<file path="src/rtl/i2c_pkg.sv">
// Shared types and widths for the I2C arbiter slice: FSM states and the latched command.
package i2c_pkg;

  localparam int I2C_NB_W   = 6;
  localparam int I2C_ADDR_W = 7;
  localparam int I2C_DATA_W = 8;

  typedef enum logic [2:0] {
    ST_IDLE,
    ST_ARB,
    ST_LAUNCH,
    ST_BUSY,
    ST_RESP
  } i2c_state_t;

  typedef struct packed {
    logic                  rw;
    logic [I2C_NB_W-1:0]   nbyte;
    logic [I2C_ADDR_W-1:0] dev;
    logic [I2C_DATA_W-1:0] ptr;
  } i2c_cmd_t;

endpackage

</file>
<file path="src/rtl/rr_arb2.sv">
// Two-way round-robin grant; the port after the most recently granted one has priority.
module rr_arb2 (
  input  logic       clk,
  input  logic       reset,
  input  logic [1:0] req,
  input  logic       update,
  output logic [1:0] gnt
);

  logic last;

  always_comb begin
    gnt = 2'b00;
    if (last) begin
      if (req[0])      gnt = 2'b01;
      else if (req[1]) gnt = 2'b10;
    end else begin
      if (req[1])      gnt = 2'b10;
      else if (req[0]) gnt = 2'b01;
    end
  end

  // last resets to 1 so that port 0 wins the first contention
  always_ff @(posedge clk) begin
    if (reset)                      last <= 1'b1;
    else if (update && gnt != 2'b00) last <= gnt[1];
  end

endmodule

</file>
<file path="src/rtl/i2c_arbiter.sv">
// Shares one I2C master between two requesters: arbitrate, latch command, launch, track done, respond.
//   state  | meaning
//   IDLE   | wait for a request while the master reports done
//   ARB    | pick winner, latch its command, clear status
//   LAUNCH | m_go high until the master drops done (or launch timeout)
//   BUSY   | collect ack errors / read data until done rises
//   RESP   | one-cycle cmpl pulse to the granted port, release grant
module i2c_arbiter
  import i2c_pkg::*;
#(
  parameter int NREQ      = 2,
  parameter int LAUNCH_TO = 64,
  parameter int BUSY_TO   = 2**20
) (
  input  logic                       clk,
  input  logic                       reset,
  input  logic [NREQ-1:0]            req,
  input  logic [NREQ-1:0]            req_rw,
  input  logic [NREQ*I2C_NB_W-1:0]   req_nbyte,
  input  logic [NREQ*I2C_ADDR_W-1:0] req_dev,
  input  logic [NREQ*I2C_DATA_W-1:0] req_ptr,
  input  logic [NREQ*I2C_DATA_W-1:0] req_dwr,
  output logic [NREQ-1:0]            gnt,
  output logic [NREQ-1:0]            cmpl,
  output logic [I2C_DATA_W-1:0]      rsp_drd,
  output logic                       rsp_ack_err,
  output logic                       rsp_to,
  output logic                       m_go,
  output logic                       m_rw,
  output logic [I2C_NB_W-1:0]        m_nbyte,
  output logic [I2C_ADDR_W-1:0]      m_dev,
  output logic [I2C_DATA_W-1:0]      m_ptr,
  output logic [I2C_DATA_W-1:0]      m_dwr,
  input  logic                       m_done,
  input  logic                       m_ack_e,
  input  logic [I2C_DATA_W-1:0]      m_drd
);

  localparam logic [20:0] LAUNCH_TC = 21'(LAUNCH_TO - 1);
  localparam logic [20:0] BUSY_TC   = 21'(BUSY_TO - 1);

  i2c_state_t            state;
  i2c_cmd_t              cmd, sel_cmd;
  logic [1:0]            win;
  logic [20:0]           launch_cnt, busy_cnt;
  logic [I2C_DATA_W-1:0] drd_prev;

  rr_arb2 u_rr_arb2 (
    .clk    (clk),
    .reset  (reset),
    .req    (req),
    .update (state == ST_ARB),
    .gnt    (win)
  );

  always_comb begin
    sel_cmd = '0;
    if (win[0]) begin
      sel_cmd.rw    = req_rw[0];
      sel_cmd.nbyte = req_nbyte[I2C_NB_W-1:0];
      sel_cmd.dev   = req_dev[I2C_ADDR_W-1:0];
      sel_cmd.ptr   = req_ptr[I2C_DATA_W-1:0];
    end else if (win[1]) begin
      sel_cmd.rw    = req_rw[1];
      sel_cmd.nbyte = req_nbyte[2*I2C_NB_W-1:I2C_NB_W];
      sel_cmd.dev   = req_dev[2*I2C_ADDR_W-1:I2C_ADDR_W];
      sel_cmd.ptr   = req_ptr[2*I2C_DATA_W-1:I2C_DATA_W];
    end
  end

  // write data streams live from the client that holds the grant
  always_comb begin
    m_dwr = '0;
    if (gnt[0])      m_dwr = req_dwr[I2C_DATA_W-1:0];
    else if (gnt[1]) m_dwr = req_dwr[2*I2C_DATA_W-1:I2C_DATA_W];
  end

  assign m_rw    = cmd.rw;
  assign m_nbyte = cmd.nbyte;
  assign m_dev   = cmd.dev;
  assign m_ptr   = cmd.ptr;

  always_ff @(posedge clk) begin
    if (reset) begin
      state       <= ST_IDLE;
      gnt         <= '0;
      cmpl        <= '0;
      m_go        <= 1'b0;
      cmd         <= '0;
      rsp_drd     <= '0;
      rsp_ack_err <= 1'b0;
      rsp_to      <= 1'b0;
      launch_cnt  <= '0;
      busy_cnt    <= '0;
      drd_prev    <= '0;
    end else begin
      drd_prev <= m_drd;
      case (state)
        ST_IDLE: begin
          if (|req && m_done) state <= ST_ARB;
        end
        ST_ARB: begin
          if (win == 2'b00) begin
            state <= ST_IDLE;
          end else begin
            gnt         <= win;
            cmd         <= sel_cmd;
            rsp_ack_err <= 1'b0;
            rsp_to      <= 1'b0;
            if (sel_cmd.nbyte == '0) begin
              cmpl  <= win;
              state <= ST_RESP;
            end else begin
              m_go       <= 1'b1;
              launch_cnt <= '0;
              state      <= ST_LAUNCH;
            end
          end
        end
        ST_LAUNCH: begin
          if (!m_done) begin
            m_go     <= 1'b0;
            busy_cnt <= '0;
            state    <= ST_BUSY;
          end else if (launch_cnt == LAUNCH_TC) begin
            m_go   <= 1'b0;
            rsp_to <= 1'b1;
            cmpl   <= gnt;
            state  <= ST_RESP;
          end else begin
            launch_cnt <= launch_cnt + 21'd1;
          end
        end
        ST_BUSY: begin
          rsp_ack_err <= rsp_ack_err | m_ack_e;
          if (m_drd != '0 && m_drd != drd_prev) rsp_drd <= m_drd;
          // the master cannot be aborted, so a busy timeout only flags status
          if (busy_cnt == BUSY_TC) rsp_to   <= 1'b1;
          else                     busy_cnt <= busy_cnt + 21'd1;
          if (m_done) begin
            cmpl  <= gnt;
            state <= ST_RESP;
          end
        end
        ST_RESP: begin
          cmpl  <= '0;
          gnt   <= '0;
          state <= ST_IDLE;
        end
        default: state <= ST_IDLE;
      endcase
    end
  end

endmodule

</file>
<file path="config.mk">
export PLATFORM = sky130hd
export DESIGN_NAME = i2c_arbiter
export DESIGN_NICKNAME = d
export VERILOG_FILES = /design/src/rtl/i2c_pkg.sv /design/src/rtl/rr_arb2.sv /design/src/rtl/i2c_arbiter.sv
export SDC_FILE = /design/constraint.sdc
export NUM_CORES = 1
export LEC_CHECK = 0
export CORE_UTILIZATION = 44
export DETAILED_ROUTE_END_ITERATION = 8
export PLACE_DENSITY_LB_ADDON = 0.15
export SLEW_MARGIN = 15
export SYNTH_ARGS = -nofsm -noshare
export SYNTH_HDL_FRONTEND = slang
export SYNTH_SLANG_ARGS = --single-unit
export TNS_END_PERCENT = 10
</file>
<file path="constraint.sdc">
create_clock -name clk -period 1.9 [get_ports clk]
set_input_delay 0.57 -clock clk [delete_from_list [all_inputs] [get_ports clk]]
set_output_delay 0.57 -clock clk [all_outputs]
set_load 0.05 [all_outputs]
</file>
run_1/final_congestion.png
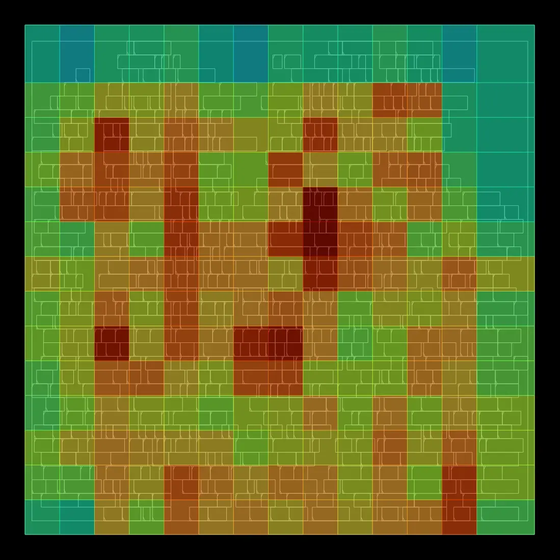
utilization of the core after routing: 72.3%
average wire length per cell after detail routing: 16.0 um
met1 Use GR: 29.7%
total global routing track utilization: 25.5%

run_1/gate_families.png
Scale: 4 px per um.
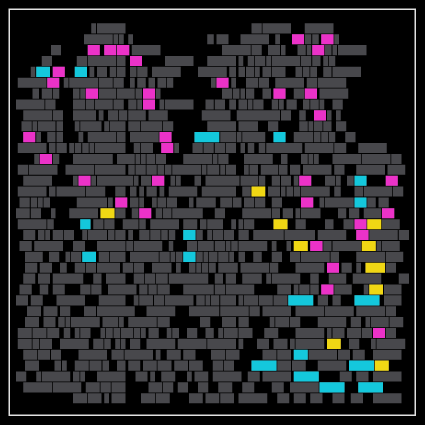
magenta -> XOR/XNOR gates  # cells 34, most used xnor2_1
cyan -> AND-OR and OR-AND gates  # cells 18, most used a22o_4, where all over the die
yellow -> multiplexers  # cells 10, most used mux2i_1

==> Changelog: implementation, run 1 <==
### Implementation results

- Outcome: finished with violations
- Violations in the final reports: negative setup slack
- Aoi/oai-family share of the synthesized area: 18.5%
- Post-synthesis instance area: 4330 sq um
- Yosys stat cell total: 500
- Last weighted congestion value of the routability-driven placer: 0.902
- Max clock buf depth: 2
- Clock group: 1.36 mW
- HP Class: reg2reg
- # diodes: 0
- Final wirelength: 13.1 mm
- Remaining antenna violation count after routing: 0
- Hold Path Origin: cmpl[1]$_SDFFE_PP0P_
- Number of non-filler instances in the completed layout: 821
- Count of different cell masters after synthesis: 56
- Simple Share, Synth: 25.7%
- Total Neg Setup Slack: -0.160 ns
- Critical path capture point: m_dwr[6]
- Flip-flop and latch count after synthesis: 91
- CTS tree: yes
- Worst path top cell family by delay: buffers and inverters
- Leading power group: sequential cells
- Amount of wire on met2 after detailed routing: 6.87 mm
- Least setup slack across all paths after layout: -0.0394 ns
- Clk latency late pin: 0.36 ns
- Overall overflow remaining after global route: 0
- Post-Synth XOR/XNOR Area: 6.88%
- Final Cell Area: 6770 sq um
- Flop-to-flop setup slack: -0.02 ns
- Switch Pwr: 1.18 mW
- Layout cell share with drive strength beyond 1: 30.5%
- Worst path buffer plus inverter count: 2
- Number of DRC markers after the initial detailed-route iteration: 250
- Worst clock skew: 0.0112 ns
- Multiplexer fraction of the synthesized cell area: 2.31%
- Largest driver fanout on the critical path: 1
- Via density: 5.48
- Vertical die dimension: 101 um
- Count of final hold-check violations: 0
- Placed Cells: 792
- Dpl hpwl: 8.86 mm
- Wire length on met1: 5.45 mm
- Worst Reg2Reg Path Length in Cells: 8
- Actual slew at the worst max-slew pin: 0.456 ns
- CTS Hold Bufs: 0
- Top-level I/O count: 119
- Fin crit share: 102%
- Sequential share of power: 47.6%
- Number of buffers created by CTS: 9
- Vias in the first global route: 4375
- Crit path largest cell delay: 0.40 ns
- VDD IR max: 456 uV
- Internal cell power: 2.99 mW
- Final setup viols: 10
- Endpoint of the most critical register-to-register path: busy_cnt[17]$_SDFFE_PP0P_
- Tally of yosys warning messages: 0
- Iteration count of the initial detailed-routing pass: 6
- Final count of pins violating max slew: 0
- Area figure in the yosys stat output: 4330 sq um
- Master cell of the clock root buffer: clkbuf_8
- Type of element launching the critical path: input port
- Worst-path cell with the longest stage delay: clkdlybuf4s50_1
- Pin count of the biggest net entering global routing: 56
run_1/zoom.png
Window x 36 to 66, y 56 to 86 um. Cells in gray, sequential cells in the stronger gray; small squares are vias.
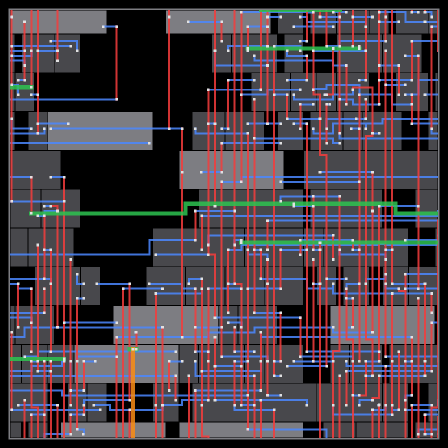
orange -> met4
green -> met3
red -> met2
blue -> met1
most frequent = buf_4 (11), nor2_1 (7), dfxtp_1 (7)
cells with their middle in the window = 71
sequential cells in the window = 7
netlist names of flops here include = busy_cnt (3), launch_cnt (3)

==> run 1: routing by layer <==
layer	vias to the layer above	track usage, %
met5	-	0
met4	0	5.46
met3	18	4.90
met2	127	48.2
met1	2163	29.7
li1	2189	-
==> run 1: cell usage after synthesis, drive strengths merged <==
cell type   n
o211ai      1
inv        11
o22ai       2
a222oi      9
or2         5
xor2        8
or3        11
a22o       10
a21bo       1
a21boi      2
a31oi       2
and4        3
a211o       2
nand2b      4
xnor2      26
nor2       78
and2        1
nor3       28
ha          2
nand3b      1
o21ai      17
and3        5
o31a        1
or3b        1
dfxtp      91
nor4b       2
a2111oi     3
mux2i      10
or4         2
buf        11
nor2b      12
o31ai       3
a221oi     14
a31o        1
a21oi      28
clkbuf     19
nand4      10
nand3      12
a211oi      6
nand2      28
a311o       1
o21a        1
nor4       15
==> run 1: stage by stage <==
| stage | setup WS [ns] | hold WS (ns) |
|---|---|---|
| 2_1_floorplan | -0.0909 | 0.452 |
| 3_3_place_gp | -0.676 | 0.452 |
| 3_5_place_dp | -0.724 | 0.458 |
| 4_1_cts | -0.0414 | 0.476 |
| 5_1_grt | -0.137 | 0.499 |
| 6_report | -0.0394 | 0.479 |
==> run 1: final cells by class <==
class                      count  area [sq um]
tap                          129           161
fill                         724          2600
timing repair buffer         204          1900
clock inverter                 5          60.1
clock buffer                  11           141
sequential                    91          1830
multi-input combinational    370          2630
inverter                      11          41.3
==> run 1: registers in the layout, summed over array words and instances, names as in the netlist, 3 cells and up <==
register    cells
launch_cnt     21
drd_prev        8
state           3
m_nbyte         6
m_dev           7
m_ptr           8
rsp_drd         8
busy_cnt       21
==> run 1: repair_timing <==
action,CTS,global route
gates resized,51,45
endpoints found under the setup margin,66,59
gates cloned,2,0
endpoints found under the hold margin,0,0
buffers inserted,7,4
pin swaps,20,19
==> inputs of run 2 (changes only) <==
- clock period: 1.9 -> 1.6 ns (I/O delays scaled with it)
run_2/gate_families.png
Scale: 4 px per um.
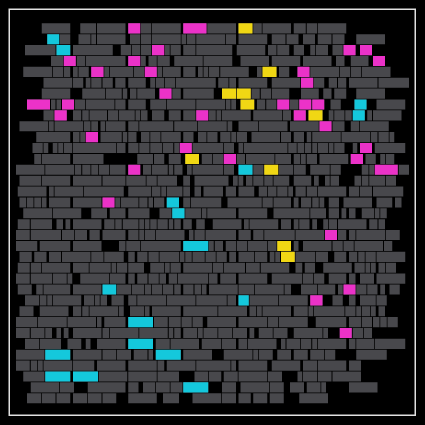
cyan -> AND-OR and OR-AND gates  # cells 17, most used a22o_4
yellow -> multiplexers  # cells 10, most used mux2i_1
magenta -> XOR/XNOR gates  # cells 34, most used xnor2_1
number of non-filler instances in the completed layout: 874
fraction of area in multi-input gates: 36.4%
most common logic cell in the routed design: buf_4

run_2/zoom.png
Window x 36 to 66, y 56 to 86 um. Cells in gray, sequential cells in the stronger gray; small squares are vias.
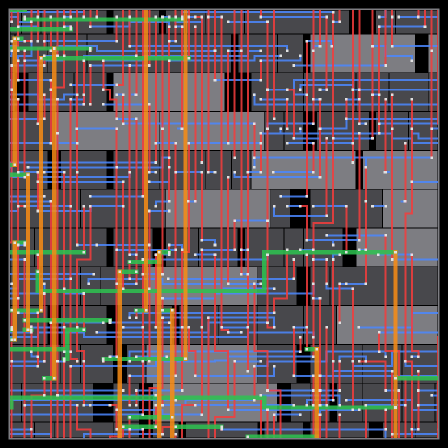
red -> met2
green -> met3
blue -> met1
orange -> met4
most frequent = buf_4 (17), nor2_1 (11), dfxtp_1 (9)
sequential cells in the window = 13
netlist names of flops here include = launch_cnt (6), busy_cnt (2), drd_prev (2)
cells with their middle in the window = 86

==> run 2 against run 1 <==
Against the previous run: the run still ends with negative setup slack left; clock-buffer cell count did not move; first-iteration DRC count rose by 96%; global-route usage rose by 6.4 points; sequential cell count did not move; hold slack got worse by 0.010 ns; critical endpoint is now m_nbyte[4]$_SDFFE_PP0P_; largest cell class unchanged; largest power group unchanged; highest routed layer unchanged.
==> Changelog: implementation, run 2 <==
### Implementation results

- # diodes: 0
- Amount of wire on met2 after detailed routing: 9.39 mm
- HP Class: in2reg
- Aoi/oai-family share of the synthesized area: 18.5%
- Wire length on met1: 6.56 mm
- Yosys top cell by instances: dfxtp_1
- Multiplexer fraction of the synthesized cell area: 2.31%
- Area figure in the yosys stat output: 4330 sq um
- Vertical die dimension: 101 um
- Worst path buffer plus inverter count: 3
- Total of max-cap violations: 0
- Most congested layer reported by global routing: met2
- Type of element launching the critical path: register
- Post-Synth XOR/XNOR Area: 6.88%
- Final Cell Area: 8080 sq um
- Iteration count of the initial detailed-routing pass: 8
- Worst path top cell family by delay: simple AND/OR/NAND/NOR gates
- Flop-to-flop setup slack: -0.43 ns
- Top-level I/O count: 119
- Max clock buf depth: 2
- Fin crit share: 127%
- Number of DRC markers after the initial detailed-route iteration: 491
- Post-synthesis instance area: 4330 sq um
- Setup WS pre-CTS: -1.02 ns
- Flip-flop and latch count after synthesis: 91
- Post-Synth Adder-Cell Area: 0.579%
- Min-Delay Endpoint: m_nbyte[0]$_SDFFE_PP0P_
- Endpoint of the most critical register-to-register path: m_nbyte[4]$_SDFFE_PP0P_
- Cell breakdown of the critical path: buf_6 > or3b_4 > or2_4 > buf_12 > buf_6 > a221oi_2 > nor3_1
- M2 GR Usage: 59.3%
- Wire length of the first global-routing pass: 25.3 mm
- Worst-path cell with the longest stage delay: or3b_4
- Async set-reset flop share out of synthesis: 0%
- Tally of yosys warning messages: 0
- CTS Hold Bufs: 0
- Largest registers: busy_cnt x21, launch_cnt x21
- Layout cell share with drive strength beyond 1: 43.9%
- Detailed-route via count: 5218
- Yosys stat cell total: 500
- EDFF count, synth: 0
- Dpl hpwl: 9.70 mm
- Via density: 5.97
- Worst clock skew: 0.0167 ns
- Violations in the final reports: negative setup slack
- Final count of pins violating max slew: 0
- CTS tree: yes
- Vias in the first global route: 5269
- Smallest hold slack: 0.469 ns
- Met1 Use GR: 32.6%
- Worst Reg2Reg Path Length in Cells: 7
- Actual slew at the worst max-slew pin: 0.443 ns
- Overall overflow remaining after global route: 0
- Power consumption: 5.44 mW
- Fill count: 428
- Average wire length per cell after detail routing: 21.0 um
- Master cell of the clock root buffer: clkbuf_8
- Crit path largest cell delay: 0.43 ns
- Register share after synthesis: 42.1%
- Relative slew slack: 70.1%
- Clk latency late pin: 0.37 ns
- Count of different cell masters after synthesis: 56
- Largest driver fanout on the critical path: 11
- Pin count of the biggest net entering global routing: 56
- Outcome: finished with violations
- VDD IR max: 570 uV
- Least setup slack across all paths after layout: -0.431 ns
- Final setup viols: 89
- Remaining antenna violation count after routing: 0
- Number of buffers created by CTS: 9
- Top_reg_cell synth: dfxtp_1
- Final wirelength: 18.4 mm
- Crit Path Category: reg2reg
- Last weighted congestion value of the routability-driven placer: 0.889
- Hold Path Origin: req_nbyte[0]
- Commonest cells post-synth: dfxtp_1 (91), nor2_1 (77), nand2_1 (28), nor3_1 (28), a21oi_1 (27)
- Clock transition time at the flip-flop clock pins of the worst setup and hold paths: 0.10 ns
- Simple Share, Synth: 25.7%
- Count of final hold-check violations: 0
- Area of the die: 10200 sq um
run_2/final_congestion.png
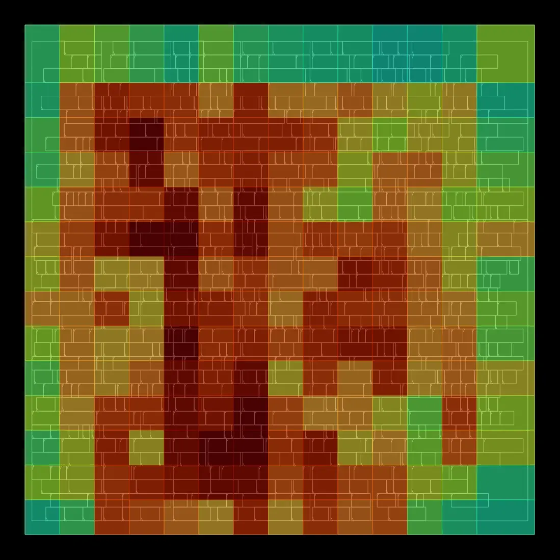
GR Util met3: 8.56%
total global routing track utilization: 31.9%

run 2: final cells by class:
| type | count | area, sq um | share of cell area, % |
|---|---|---|---|
| tap | 129 | 161 | 2.00 |
| clock inverter | 5 | 85.1 | 1.05 |
| sequential | 91 | 1850 | 23.0 |
| inverter | 11 | 41.3 | 0.511 |
| timing repair buffer | 259 | 2850 | 35.3 |
| clock buffer | 11 | 141 | 1.75 |
| multi-input combinational | 368 | 2940 | 36.4 |
run 2: power breakdown:
part	switching (mW)	total (mW)	leakage, nW	internal, mW
Sequential	0.0665	2.39	0.748	2.32
Clock	0.856	1.79	0.110	0.932
Combinational	0.637	1.27	2.26	0.630
Total	1.56	5.44	3.11	3.88
run 2: repair_timing:
action,in CTS,in global routing
buffers inserted,17,8
pin swaps,50,37
endpoints found under the setup margin,91,90
cloned,2,0
gates resized,129,63
run 2: stage by stage:
step / TNS, ns / utilization, % / cells
2_1_floorplan: -14.41 / - / 500
3_3_place_gp: -54.27 / 74.3 / 833
3_5_place_dp: -59.63 / 74.3 / 833
4_1_cts: -13.72 / 83.3 / 868
5_1_grt: -25.41 / 86.2 / 874
6_report: -19.81 / 86.2 / 874
run 2: worst max-delay path by stage:
stage                     slack [ns]  cells after the start                     endpoint             startpoint
after floorplan                -0.31                      7    busy_cnt[17]$_SDFFE_PP0P_                 m_done
after global placement         -0.90                      8  launch_cnt[20]$_SDFFE_PP0P_           req_nbyte[0]
after detailed placement       -1.02                      8  launch_cnt[11]$_SDFFE_PP0P_           req_nbyte[0]
after CTS                      -0.31                      8    busy_cnt[19]$_SDFFE_PP0P_  state[2]$_SDFFE_PP0P_
after global routing           -0.46                      7      m_nbyte[4]$_SDFFE_PP0P_  state[2]$_SDFFE_PP0P_
final                          -0.43                      7      m_nbyte[4]$_SDFFE_PP0P_  state[2]$_SDFFE_PP0P_
==> inputs of run 3 (changes only) <==
- SYNTH_HIERARCHICAL: not set -> 1
run_3/final_congestion.png
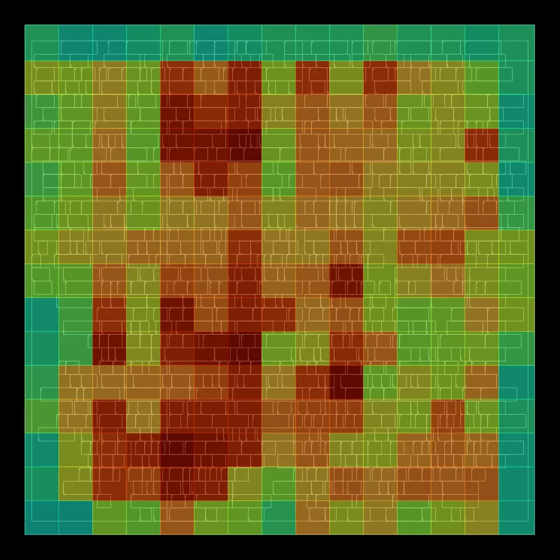
M2 GR Usage: 51.7%
met1 Use GR: 34.4%
most congested layer reported by global routing: met2

run_3/gate_families.png
Scale: 4 px per um.
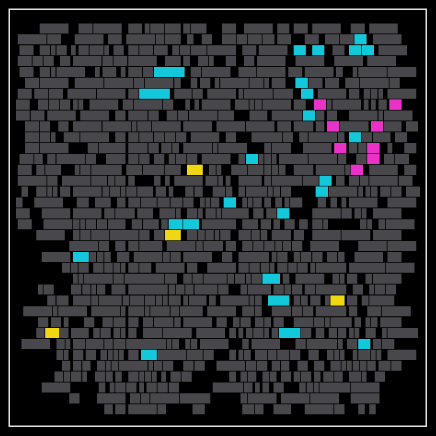
magenta -> XOR/XNOR gates  # cells 8, most used xor2_1
cyan -> AND-OR and OR-AND gates  # cells 24, most used a22o_1
yellow -> multiplexers  # cells 4
fraction of area in multi-input gates: 36.8%
number of non-filler instances in the completed layout: 922

==> run 3 against run 2 <==
Against the previous run: the run still ends with negative setup slack left; largest cell class unchanged; sequential cell count is the same; critical path depth unchanged; critical endpoint is now cmpl[1]$_SDFFE_PP0P_; register-to-register slack improved by 0.06 ns.
==> Changelog: implementation, run 3 <==
### Implementation results

- Outcome: finished with violations
- Violations in the final reports: negative setup slack
- Final count of pins violating max slew: 0
- Yosys stat cell total: 562
- Area of the die: 10800 sq um
- Hold Path Origin: req_nbyte[0]
- Vias in the first global route: 5414
- Largest driver fanout on the critical path: 2
- Type of element launching the critical path: input port
- Vertical die dimension: 104 um
- Layout cell share with drive strength beyond 1: 35.0%
- Pin count of the biggest net entering global routing: 29
- Relative slew slack: 60.2%
- CTS Hold Bufs: 0
- Flip-flop and latch count after synthesis: 91
- Clk latency late pin: 0.37 ns
- Crit Path Category: in2reg
- Launching element of the worst setup path: req_nbyte[0]
- # diodes: 0
- Top_reg_cell synth: dfxtp_1
- Leading power group: sequential cells
- Max clock buf depth: 2
- Register share after synthesis: 39.9%
- Remaining antenna violation count after routing: 0
- Number of stages on the worst hold path: 3
- Sequential share of power: 42.5%
- Total of max-cap violations: 0
- Area figure in the yosys stat output: 4570 sq um
- Yosys top cell by instances: dfxtp_1
- Combinational power: 1.72 mW
- Via density: 5.97
- Clock transition time at the flip-flop clock pins of the worst setup and hold paths: 0.10 ns
- EDFF count, synth: 0
- Worst clock skew: 0.0151 ns
- Wire length of the first global-routing pass: 25.9 mm
- Simple Share, Synth: 23.0%
- HP Class: in2reg
- Sink Count: 91
- Post-Synth XOR/XNOR Area: 1.53%
- Multiplexer fraction of the synthesized cell area: 0.931%
- Sequential cell power: 2.45 mW
- Async set-reset flop share out of synthesis: 0%
- Fin crit share: 126%
- Largest registers: busy_cnt x21, launch_cnt x21
- Clock group: 1.59 mW
- Detailed-route via count: 5501
- Tally of yosys warning messages: 6
- Least setup slack across all paths after layout: -0.413 ns
- Worst Reg2Reg Path Length in Cells: 6
- CTS tree: yes
- Dpl hpwl: 10.8 mm
- Final wirelength: 16.1 mm
- VDD IR max: 513 uV
- Count of final hold-check violations: 0
- Combinational group share of total power: 29.9%
- GR Util met3: 4.70%
- Internal cell power: 3.92 mW
- Switch Pwr: 1.83 mW
- Actual slew at the worst max-slew pin: 0.597 ns
- Count of different cell masters after synthesis: 58
- Placed Cells: 895
- Post-synthesis instance area: 4570 sq um
- Master cell of the clock root buffer: clkbuf_8
- Switching Share: 31.8%
- Setup WS pre-CTS: -1.10 ns
- Number of buffers created by CTS: 9
- Final setup viols: 84
- OpenROAD warnings: 29
- Commonest cells post-synth: dfxtp_1 (91), nor2_1 (55), a21oi_1 (48), nand2_1 (48), clkbuf_1 (31)
- Last weighted congestion value of the routability-driven placer: 0.950
- Utilization of the core after routing: 79.1%
- Clk network pwr share: 27.6%
- Final Cell Area: 7840 sq um
- Number of DRC markers after the initial detailed-route iteration: 409
- Aoi/oai-family share of the synthesized area: 29.6%
- Top-level I/O count: 119
- Post-Synth Adder-Cell Area: 0.548%
- Iteration count of the initial detailed-routing pass: 5
run_3/metal_stack.png
Scale: 4 px per um. Two of the layers only.
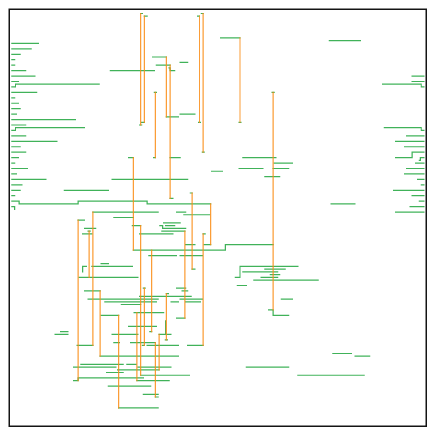
orange -> met4  # wire length 605 um
green -> met3  # wire length 907 um
average wire length per cell after detail routing: 17.4 um
total global routing track utilization: 29.2%

## run 3: cell types whose count changed after synthesis, sizes merged, moves of 9 or more
cell / change
o211ai: +10
a22oi: +20
a21oi: +20
a221oi: -13
o21ai: +13
a211oi: +19
a222oi: -9
nand2: +20
nor3: -9
nor2: -23
xnor2: -26
a31oi: +9
clkbuf: +12
## run 3: repair_timing
| item | CTS | global route |
|---|---|---|
| buffers inserted | 7 | 2 |
| pin swaps | 56 | 25 |
| gates resized | 114 | 33 |
| gates cloned | 3 | 0 |
| setup endpoints to repair | 86 | 87 |
## run 3: layout make-up
cell class | instances | area (sq um)
multi-input cells | 421 | 2880
repair buffers | 250 | 2710
fillers | 628 | 2070
flip-flops and latches | 91 | 1840
well taps | 133 | 166
clock buffers | 12 | 165
inverters | 11 | 41.3
clock inverters | 4 | 33.8
## run 3: worst max-delay path, cell delays in order
cell      delay [ns]
buf_6           0.09
or4_4           0.53
o311a_4         0.40
buf_4           0.16
nor2_4          0.10
o211ai_1        0.19
mux2_2          0.32
## run 3: path summary, 6_finish.rpt
check | end | slack, ns
setup / recovery | cmpl[1]$_SDFFE_PP0P_ | -0.41
setup reg to reg | cmpl[1]$_SDFFE_PP0P_ | -0.37
hold reg to reg | busy_cnt[18]$_SDFFE_PP0P_ | 0.48
hold / removal | m_nbyte[0]$_SDFFE_PP0P_ | 0.45
## run 3: layer usage
layer,routed length [um],vias to the layer above
li1,-,2579
met1,6450,2628
met2,8080,237
met3,906,57
met4,605,0
met5,0,-
## run 3: metrics by stage
stage / power, mW / hold WS, ns / setup TNS [ns]
global route: 5.97 / 0.450 / -21.45
global placement: 3.97 / 0.448 / -63.43
finish: 5.75 / 0.452 / -16.27
floorplan: 3.19 / 0.423 / -32.27
CTS: 5.72 / 0.456 / -13.06
detailed placement: 4.01 / 0.459 / -68.11

==> screenshots <==
Met1 routing.
Scale: 4 px per um. Supply wires on this layer in gray.
image #1
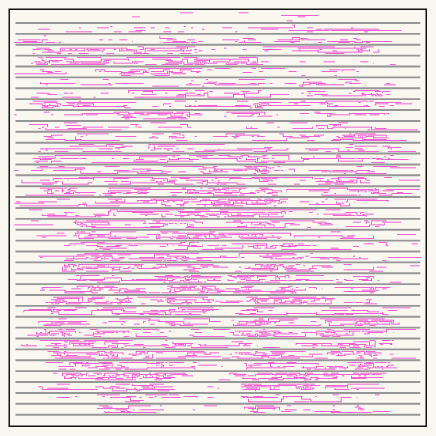
image #2
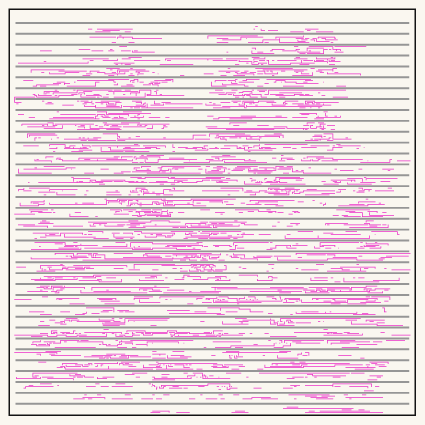
image #3
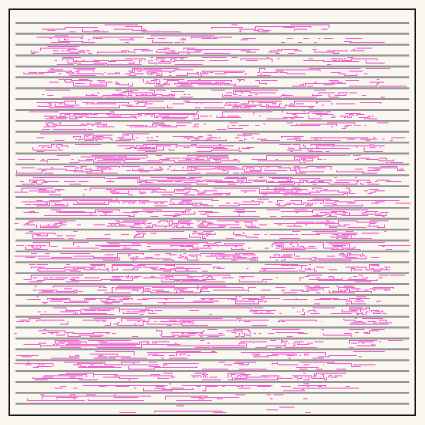
- image #2 = run 1
- image #1 = run 3
- image #3 = run 2

Key to image #3:
share of all routed wire = 36%
main direction = horizontal
wire length on this layer = 6560 um
longest straight run = 27.1 um

Power and IR drop assume default switching activity.
